### src/rtl/vga_timing_gen.sv
// Parametrised video timing generator: hc/vc counters, sync, active, coords.
// Ports: clk, rst, px_en in; hsync, vsync, activevideo, x_px, y_px,
//        line_start, frame_start, frame_cnt out (all registered).
module vga_timing_gen #(
  parameter int H_ACTIVE = 640,
  parameter int H_FP     = 24,
  parameter int H_SYNC   = 40,
  parameter int H_BP     = 128,
  parameter int V_ACTIVE = 480,
  parameter int V_FP     = 9,
  parameter int V_SYNC   = 3,
  parameter int V_BP     = 28,
  parameter bit H_POL    = 1'b0,
  parameter bit V_POL    = 1'b0,
  parameter int CW       = 10,
  parameter int FW       = 8
) (
  input  logic          clk,
  input  logic          rst,
  input  logic          px_en,
  output logic          hsync,
  output logic          vsync,
  output logic          activevideo,
  output logic [CW-1:0] x_px,
  output logic [CW-1:0] y_px,
  output logic          line_start,
  output logic          frame_start,
  output logic [FW-1:0] frame_cnt
);

  localparam int H_TOTAL = H_ACTIVE + H_FP + H_SYNC + H_BP;
  localparam int V_TOTAL = V_ACTIVE + V_FP + V_SYNC + V_BP;
  localparam logic [CW-1:0] H_LAST = CW'(H_TOTAL - 1);
  localparam logic [CW-1:0] V_LAST = CW'(V_TOTAL - 1);
  localparam int HS_LO = H_ACTIVE + H_FP;
  localparam int HS_HI = H_ACTIVE + H_FP + H_SYNC;
  localparam int VS_LO = V_ACTIVE + V_FP;
  localparam int VS_HI = V_ACTIVE + V_FP + V_SYNC;

  logic [CW-1:0] hc_q, hc_d;
  logic [CW-1:0] vc_q, vc_d;
  logic [FW-1:0] fc_q, fc_d;
  logic          hs_q, hs_d;
  logic          vs_q, vs_d;
  logic          av_q, av_d;
  logic [CW-1:0] x_q, x_d;
  logic [CW-1:0] y_q, y_d;
  logic          ls_q, ls_d;
  logic          fs_q, fs_d;
  logic          hs_in, vs_in;

  // Outputs are decoded from the next position so they land on the
  // same edge as the counters; with px_en low everything holds.
  always_comb begin
    hc_d  = hc_q;
    vc_d  = vc_q;
    fc_d  = fc_q;
    hs_d  = hs_q;
    vs_d  = vs_q;
    av_d  = av_q;
    x_d   = x_q;
    y_d   = y_q;
    ls_d  = 1'b0;
    fs_d  = 1'b0;
    hs_in = 1'b0;
    vs_in = 1'b0;
    if (px_en) begin
      if (hc_q == H_LAST) begin
        hc_d = '0;
        if (vc_q == V_LAST) begin
          vc_d = '0;
          fc_d = fc_q + FW'(1);
        end else begin
          vc_d = vc_q + CW'(1);
        end
      end else begin
        hc_d = hc_q + CW'(1);
      end
      hs_in = (int'(hc_d) >= HS_LO) && (int'(hc_d) < HS_HI);
      vs_in = (int'(vc_d) >= VS_LO) && (int'(vc_d) < VS_HI);
      hs_d  = hs_in ? H_POL : ~H_POL;
      vs_d  = vs_in ? V_POL : ~V_POL;
      av_d  = (int'(hc_d) < H_ACTIVE) && (int'(vc_d) < V_ACTIVE);
      x_d   = av_d ? hc_d : '0;
      y_d   = av_d ? vc_d : '0;
      ls_d  = (hc_d == '0);
      fs_d  = (hc_d == '0) && (vc_d == '0);
    end
  end

  // Reset parks at the last position so the first advance wraps to (0,0).
  always_ff @(posedge clk) begin
    if (rst) begin
      hc_q <= H_LAST;
      vc_q <= V_LAST;
      fc_q <= '1;
      hs_q <= ~H_POL;
      vs_q <= ~V_POL;
      av_q <= 1'b0;
      x_q  <= '0;
      y_q  <= '0;
      ls_q <= 1'b0;
      fs_q <= 1'b0;
    end else begin
      hc_q <= hc_d;
      vc_q <= vc_d;
      fc_q <= fc_d;
      hs_q <= hs_d;
      vs_q <= vs_d;
      av_q <= av_d;
      x_q  <= x_d;
      y_q  <= y_d;
      ls_q <= ls_d;
      fs_q <= fs_d;
    end
  end

  assign hsync       = hs_q;
  assign vsync       = vs_q;
  assign activevideo = av_q;
  assign x_px        = x_q;
  assign y_px        = y_q;
  assign line_start  = ls_q;
  assign frame_start = fs_q;
  assign frame_cnt   = fc_q;

endmodule

### config.mk
export PLATFORM = sky130hd
export DESIGN_NAME = vga_timing_gen
export DESIGN_NICKNAME = d
export VERILOG_FILES = /design/src/rtl/vga_timing_gen.sv
export SDC_FILE = /design/constraint.sdc
export NUM_CORES = 1
export LEC_CHECK = 0
export CORE_UTILIZATION = 47
export DETAILED_ROUTE_END_ITERATION = 7
export PLACE_DENSITY = 0.7
export REMOVE_ABC_BUFFERS = 1
export SETUP_SLACK_MARGIN = 0.1
export SLEW_MARGIN = 20
export SYNTH_ARGS = -nofsm -noshare
export SYNTH_HDL_FRONTEND = slang
export SYNTH_SLANG_ARGS = --single-unit
### constraint.sdc
create_clock -name clk -period 2.9 [get_ports clk]
set_input_delay 0.725 -clock clk [delete_from_list [all_inputs] [get_ports clk]]
set_output_delay 0.725 -clock clk [all_outputs]
set_load 0.005 [all_outputs]
**Routed clock nets over the placement**

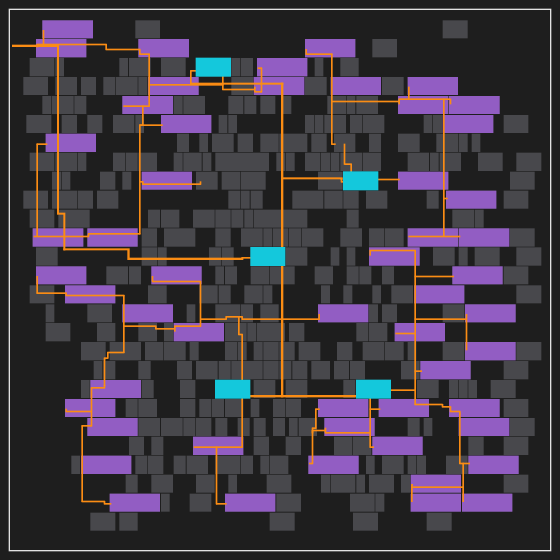
[cells driving clock nets] cyan | count: 5
[clock wires] orange | length: 611 um
[flip-flops] purple | count: 53
routed clock nets: 6
flops lie: all over the die
clock power share: 23.7%
clk pwr: 0.433 mW
Latency at later pin: 0.32 ns

==> reports/metrics.csv <==
metric;value;unit
synth_flops;53;
crit_start;vc_q[0]$_SDFFE_PP1P_;
fmax;0.405;GHz
grt_max_degree;22;
cp-end-kind;flip-flop;
antenna_found_initial;0;
via_per_inst;5.42;
fin_util;58.3;%
grt.overflow.total;0;
synth-async-reset-ratio;0;%
register_area;0.00106;sq mm
r2r_cells;8;
power.switching;0.630;mW
cap_violations;0;
grt_pass1_vias;2012;
drv_slew;0;
top_power_group;registers;
nMultiInputCombCells;235;
cp_max_fo;9;
diodes;0;
powerDensity;569;mW/mm^2
layout_top_cells;dfxtp_1 (53), nand2_1 (48), clkdlybuf4s50_1 (35), nor2_1 (19), nand3_1 (16);
placed_cell_area;0.00311;sq mm
initCoreUtil;48.7;%
tightest_slew;0.657;ns
cpPeakStageDelay;0.48;ns
drive_gt1_share;10.6;%
cts.htree.levels;2;
fp.coreArea;0.00551;sq mm
worst-path-buf-inv;1;
worstSetupPathType;flip-flop to flip-flop;
yosys.area_share.aoi;16.6;%
synth_adder_area_share;1.40;%
grtUsageMet2;32.4;%
cp_top_family;AND-OR/OR-AND gates;
syn-mean-instance-area;8.44;sq um
antenna_left;0;
logic_area;0.00150;sq mm
status;completed;
cp-start-kind;flip-flop;
drtIter0Drc;121;
cts.repair.resized;0;
cts.path.max_buffers;2;
ys_cells;318;
intPower;1.20;mW
cp-endpoint;y_px[7]$_SDFFE_PP0P_;
cts_tree;done;
**Track usage over the die**

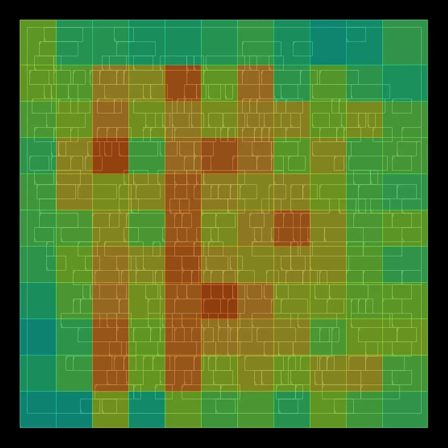
Wirelength per Cell: 13.8 um
GRT Max-Usage Layer: met2
GR Layer Usage met1: 29.8%

-- Yosys cell counts, types with 3 or more instances --
| library cell | instances |
|---|---|
| dfxtp_1 | 53 |
| a211o_1 | 3 |
| clkbuf_1 | 20 |
| a22o_1 | 6 |
| nor4_1 | 4 |
| and3_1 | 8 |
| nor2b_1 | 4 |
| nand3_1 | 16 |
| xor2_1 | 15 |
| o31ai_1 | 4 |
| inv_1 | 4 |
| o211ai_1 | 3 |
| o21ai_2 | 8 |
| o21ai_0 | 15 |
| a211oi_1 | 4 |
| nor2_1 | 20 |
| nand2_1 | 48 |
| xnor2_1 | 12 |
| ha_1 | 3 |
| o32a_1 | 3 |
| nand2b_1 | 7 |
| and4_1 | 3 |
| nand4_1 | 7 |
| a21oi_1 | 10 |
| mux2i_1 | 5 |
| nor3b_1 | 3 |
| nor3_1 | 6 |
Power figures rest on the tool's default switching activity, not on a simulated workload.
